Figure 1. The metal 1 layer.
Bar = 50 um. Supply wires on this layer in grey.
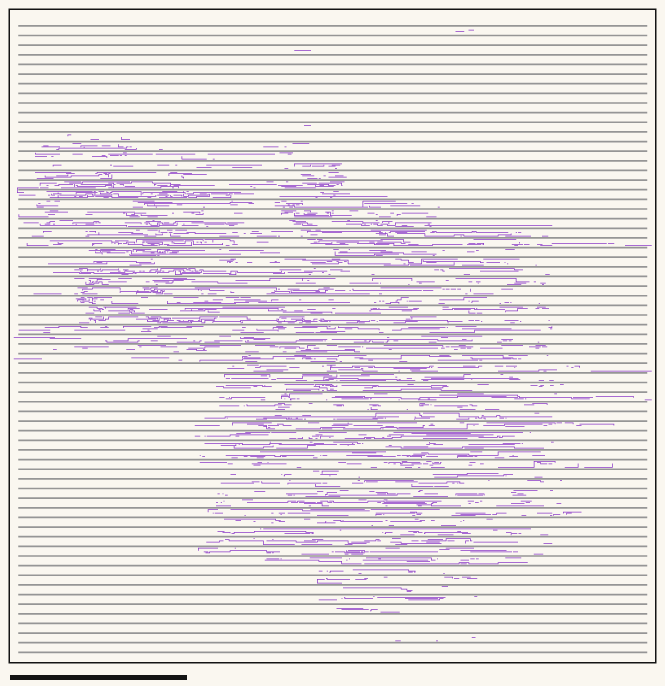
Figure 2. The metal 2 layer.
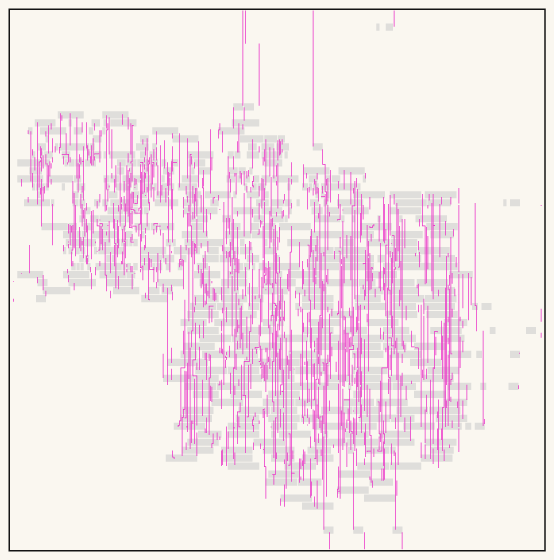
Figure 3. Met3 routing.
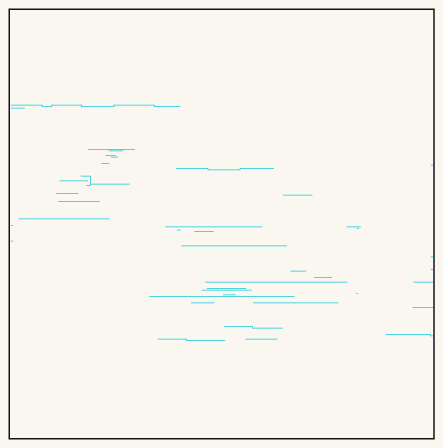
Figure 4. Placed cells, one colour a class.
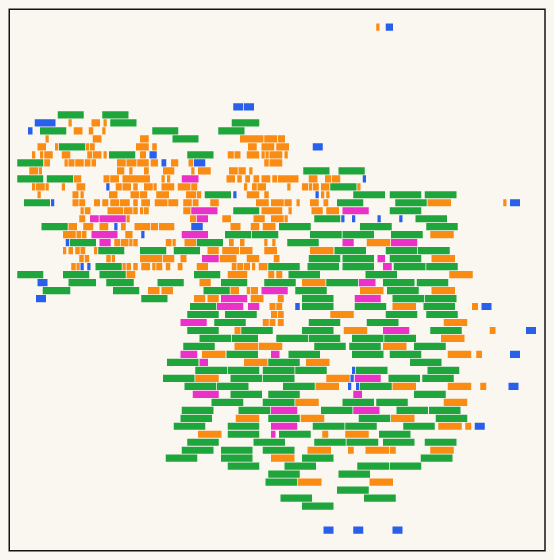
Figure 5. Routing congestion.
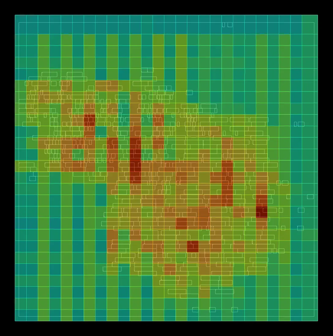
==> src/rtl/rs232_pkg.sv <==
// rs232_pkg: shared RS232 state encoding and frame timing helpers.
package rs232_pkg;

  typedef logic [1:0] rx_state_t;

  localparam rx_state_t ST_IDLE  = 2'd0;
  localparam rx_state_t ST_RECV  = 2'd1;
  localparam rx_state_t ST_BREAK = 2'd2;

  // Mid-bit sample offset of bit k from the start edge; 64-bit to survive large clocks.
  function automatic longint rs232_sample_point(input longint clock_freq,
                                                input longint baud_rate,
                                                input int     k);
    return (clock_freq * (2 * longint'(k) + 1)) / (2 * baud_rate);
  endfunction

  function automatic int rs232_frame_bits(input int data_bits, input bit parity);
    return data_bits + (parity ? 3 : 2);
  endfunction

endpackage

==> src/rtl/rs232_fifo.sv <==
// rs232_fifo: first-word-fall-through FIFO with occupancy count and push-accept flag.
`default_nettype none
module rs232_fifo #(
  parameter int WIDTH = 8,
  parameter int DEPTH = 16
) (
  input  logic                     clock,
  input  logic                     reset_n,
  input  logic                     push,
  input  logic [WIDTH-1:0]         push_data,
  input  logic                     pop,
  output logic [WIDTH-1:0]         head,
  output logic                     valid,
  output logic                     accept,
  output logic [$clog2(DEPTH):0]   count
);

  localparam int AW = $clog2(DEPTH);

  logic [WIDTH-1:0] mem [DEPTH];
  logic [AW:0]      wr_ptr;
  logic [AW:0]      rd_ptr;
  logic             do_pop;

  assign count  = wr_ptr - rd_ptr;
  assign valid  = (count != '0);
  assign do_pop = pop & valid;
  // Depth is a power of two, so the count MSB alone means full.
  assign accept = push & (~count[AW] | do_pop);
  assign head   = valid ? mem[rd_ptr[AW-1:0]] : '0;

  always_ff @(posedge clock or negedge reset_n) begin
    if (!reset_n) begin
      wr_ptr <= '0;
      rd_ptr <= '0;
    end else begin
      if (accept) wr_ptr <= wr_ptr + 1'b1;
      if (do_pop) rd_ptr <= rd_ptr + 1'b1;
    end
  end

  always_ff @(posedge clock) begin
    if (accept) mem[wr_ptr[AW-1:0]] <= push_data;
  end

endmodule
`default_nettype wire

==> src/rtl/rs232_recv_fifo.sv <==
// rs232_recv_fifo: RS232 receiver with receive FIFO and level-based CTS flow control.
// Optional parity checking is enabled by defining RS232_RX_PARITY_EN.
`default_nettype none
module rs232_recv_fifo
  import rs232_pkg::*;
#(
  parameter int CLOCK_FREQ = 133000000,
  parameter int BAUD_RATE  = 115200,
  parameter int DATA_BITS  = 8,
  parameter int DEPTH      = 16,
  parameter int CTS_MARGIN = 2,
  parameter int ODD_PARITY = 0
) (
  input  logic                 clock,
  input  logic                 reset_n,
  input  logic                 rs232_txd,
  output logic                 rs232_cts_n,
  output logic [DATA_BITS-1:0] data,
  output logic                 valid,
  input  logic                 ready,
  output logic                 frame_error,
  output logic                 parity_error,
  output logic                 overrun
);

`ifdef RS232_RX_PARITY_EN
  localparam bit PAR_EN = 1'b1;
`else
  localparam bit PAR_EN = 1'b0;
`endif

  localparam int     FRAME_BITS = rs232_frame_bits(DATA_BITS, PAR_EN);
  localparam int     STOP_IDX   = FRAME_BITS - 1;
  localparam int     PAR_IDX    = DATA_BITS + 1;
  localparam longint STOP_SP    = rs232_sample_point(CLOCK_FREQ, BAUD_RATE, STOP_IDX);
  localparam int     TW         = $clog2(STOP_SP) + 1;
  localparam int     IW         = $clog2(FRAME_BITS);
  localparam int     AW         = $clog2(DEPTH);
  localparam bit     ODD        = (ODD_PARITY != 0);

  logic                 sync1;
  logic                 rxs;
  logic                 rxs_d;
  rx_state_t            state;
  logic [TW-1:0]        timer;
  logic [IW-1:0]        bit_idx;
  logic [DATA_BITS-1:0] shreg;
  logic                 par_bit;
  logic                 hit;
  logic                 at_stop;
  logic                 stop_sample;
  logic                 par_ok;
  logic                 good_word;
  logic                 accept;
  logic                 pop_fire;
  logic [AW:0]          count;
  logic [AW:0]          count_next;
  logic                 par_err_q;
  logic [TW-1:0]        sp_tab [FRAME_BITS];

  for (genvar g = 0; g < FRAME_BITS; g++) begin : g_sp
    assign sp_tab[g] = TW'(rs232_sample_point(CLOCK_FREQ, BAUD_RATE, g));
  end

  always_ff @(posedge clock or negedge reset_n) begin
    if (!reset_n) begin
      sync1 <= 1'b1;
      rxs   <= 1'b1;
      rxs_d <= 1'b1;
    end else begin
      sync1 <= rs232_txd;
      rxs   <= sync1;
      rxs_d <= rxs;
    end
  end

  assign hit         = (state == ST_RECV) && (timer == sp_tab[bit_idx]);
  assign at_stop     = (bit_idx == IW'(STOP_IDX));
  assign stop_sample = hit & at_stop;
  assign par_ok      = !PAR_EN || (((^shreg) ^ ODD) == par_bit);
  assign good_word   = stop_sample & rxs & par_ok;

  always_ff @(posedge clock or negedge reset_n) begin
    if (!reset_n) begin
      state   <= ST_IDLE;
      timer   <= '0;
      bit_idx <= '0;
      shreg   <= '0;
      par_bit <= 1'b0;
    end else begin
      case (state)
        ST_IDLE: begin
          timer   <= '0;
          bit_idx <= '0;
          if (rxs_d & ~rxs) state <= ST_RECV;
        end
        ST_RECV: begin
          timer <= timer + 1'b1;
          if (hit) begin
            bit_idx <= bit_idx + 1'b1;
            // A start bit that reads high again was only a glitch.
            if (bit_idx == '0) begin
              if (rxs) state <= ST_IDLE;
            end else if (at_stop) begin
              state <= rxs ? ST_IDLE : ST_BREAK;
            end else if (PAR_EN && (bit_idx == IW'(PAR_IDX))) begin
              par_bit <= rxs;
            end else begin
              shreg <= {rxs, shreg[DATA_BITS-1:1]};
            end
          end
        end
        ST_BREAK: begin
          if (rxs) state <= ST_IDLE;
        end
        default: state <= ST_IDLE;
      endcase
    end
  end

  rs232_fifo #(
    .WIDTH (DATA_BITS),
    .DEPTH (DEPTH)
  ) u_fifo (
    .clock     (clock),
    .reset_n   (reset_n),
    .push      (good_word),
    .push_data (shreg),
    .pop       (ready),
    .head      (data),
    .valid     (valid),
    .accept    (accept),
    .count     (count)
  );

  assign pop_fire   = valid & ready;
  assign count_next = count + {{AW{1'b0}}, accept} - {{AW{1'b0}}, pop_fire};

  always_ff @(posedge clock or negedge reset_n) begin
    if (!reset_n) begin
      frame_error <= 1'b0;
      par_err_q   <= 1'b0;
      overrun     <= 1'b0;
      rs232_cts_n <= 1'b1;
    end else begin
      frame_error <= stop_sample & ~rxs;
      par_err_q   <= stop_sample & ~par_ok;
      overrun     <= good_word & ~accept;
      rs232_cts_n <= ((AW+1)'(DEPTH) - count_next) <= (AW+1)'(CTS_MARGIN);
    end
  end

  assign parity_error = PAR_EN & par_err_q;

endmodule
`default_nettype wire

==> config.mk <==
export PLATFORM = sky130hd
export DESIGN_NAME = rs232_recv_fifo
export DESIGN_NICKNAME = d
export VERILOG_FILES = /design/src/rtl/rs232_pkg.sv /design/src/rtl/rs232_fifo.sv /design/src/rtl/rs232_recv_fifo.sv
export SDC_FILE = /design/constraint.sdc
export NUM_CORES = 1
export LEC_CHECK = 0
export CORE_AREA = 2 2 180 182
export CTS_CLUSTER_DIAMETER = 80
export DETAILED_ROUTE_END_ITERATION = 6
export DIE_AREA = 0 0 182 184
export GPL_TIMING_DRIVEN = 0
export SKIP_CTS_REPAIR_TIMING = 1
export SLEW_MARGIN = 0
export SYNTH_ARGS = -nofsm -noshare
export SYNTH_HDL_FRONTEND = slang
export SYNTH_SLANG_ARGS = --single-unit
==> constraint.sdc <==
create_clock -name clock -period 8.46 [get_ports clock]
set_clock_uncertainty 0.15 [all_clocks]
set_input_delay 1.692 -clock clock [delete_from_list [all_inputs] [get_ports clock]]
set_output_delay 1.692 -clock clock [all_outputs]
set_load 0.02 [all_outputs]
==> notes.md <==
Implementation results are summarized by area below.

Detailed routing
Per the detail_route log, met2 wirelength is 7760 um. For this run, the detailed router reports a per-instance via density of about 4.4. The total DRC errors in the routed layout is 0.

Once iteration 0 of detailed routing completed, the report listed approximately 320 DRC markers. The residual antenna-violating net count after detailed routing is 0. The post-route report lists met1 wire length as 7300 um.

Final timing
The final total negative setup slack is 0 ns. In this build the clock could be raised as far as approximately 0.15 GHz. The final report lists the setup-violating endpoint count as 0. Setup repair after global routing left no endpoint under its margin. Endpoints failing hold in the final report were tallied at 0. The most critical hold endpoint after final layout shows a slack of 0.2073 ns.

Floorplan
The floorplan step defined a core boundary enclosing about 31000 um2. The design received a total of 402 well taps at floorplan. 17 I/O pins were placed.

Placement
The count of input and output buffers is 15. The worst slack after detailed placement is about 2.3 ns. The post-placement cell count is approximately 900.

The final estimated routing congestion in global placement is around 0.76.

Pwr
The power density over the cells is approximately 270 nW/um2. The peak supply drop is about 150 uV. Net switching is a little under a third of the power. The flow reports power dissipated in sequential cells as 960 uW.

The static power due to leakage is roughly 3.5 nW.

Synthesis
Synthesis produced a netlist whose cell count is 478. The synthesized netlist was found by Yosys to have ~480 cells. Sorting the synthesized cells by how often they occur yields edfxtp_1 (128), dfrtp_1 (41), mux4_2 (40). The simple logic cell fraction of the synthesized area is approximately 9.2%. The synthesis report lists the most area-consuming cells as edfxtp_1 (49%), dfrtp_1 (13%), mux4_2 (12%).

The cell area that synthesis handed to floorplanning was between 7000 and 8000 um2. The cell-mix breakdown from Yosys lists the compound-gate area share as about 3.5%. Summing the areas of all xor and xnor instances in the mapped netlist gives between 3 and 4% of the synthesized area.

Setup path
The startpoint type of the worst setup path is a register. In the setup report, the worst path falls into the class reg2out. The highest cell delay on the worst timing path is between 0.5 and 0.6 ns. STA classifies the critical path endpoint as an output port. The beginning of the worst register-to-register path is u_fifo.rd_ptr[1]$_DFFE_PN0P_.

STA shows the worst reg2reg path with a cell count of 18. The report lists the cells along the critical path as clkbuf_1 > buf_1 > inv_1 > ha_1 > a21o_1 > a21oi_1 > xnor2_1 > inv_1 > ha_1 > nand3_1 > a21oi_1 > clkbuf_1 > nor2b_1 > clkdlybuf4s50_1.

Final layout
There are 173 flip-flops and latches. The post-synthesis to final-layout area growth is 16.19%. The final layout contains 542 nets. The fraction of final layout cells with drive strength greater than 1 is a little over a fifth. The area used by multi-input combinational logic is ~2700 um2. The total number of multi-input combinational cells is around 260. The multi-input logic portion of the cell area is between 20% and 30%. The fraction of final cell area spent on non-clock buffers in this run is under 10%. The clock buffers instantiated in the layout total 17. The final instance area is 9076 um2. The count of cells in the finished layout, fillers not included, comes to 929.

Per the layout report, the design carries ~40 non-clock buffers.

Global route
The global-route wire length before repair is between 20000 and 30000 um. The global routing report lists combined usage of all routing layers as about a tenth.

Worst hold path
The source of the worst hold timing path is sync1$_DFF_PN1_.

Run status
The run finished with clean final reports.

Clock network
TritonCTS created 17 clock buffers. Per the skew report, the later register of the worst-skew pair sees a clock latency of about 0.44 ns.
Back to the opening pictures, Figure 1:
nets with wire on the layer = 511
wire length on this layer = 7300 um
share of all routed wire = 46%
Vias: 4118
met1 track utilization from global routing: 13.47%
Total Wirelength: 15900 um

Back to the opening pictures, Figure 2:
main direction = vertical
longest straight run = 84.3 um
share of all routed wire = 49%
nets with wire on the layer = 451
met2 GRT Util: 16.09%

Back to the opening pictures, Figure 3:
nets with wire on the layer = 31
longest straight run = 62.1 um
met3 track utilization from global routing: 2.417%

Back to the opening pictures, Figure 4:
magenta -> clock drivers and dummy loads  # cells 32, share of their area 6.9%
green -> flip-flops  # cells 173, share of their area 58%
orange -> all other logic  # cells 282, share of their area 32%
blue -> other buffers and delay cells  # cells 40, share of their area 3.3%
row count: 65
share of the core filled with cells: 28.91%

Back to the opening pictures, Figure 5:
routed length per placed instance: 17.12 um
gr busiest metal: met2

No activity file was given, so power comes from the tool's default toggle rates.
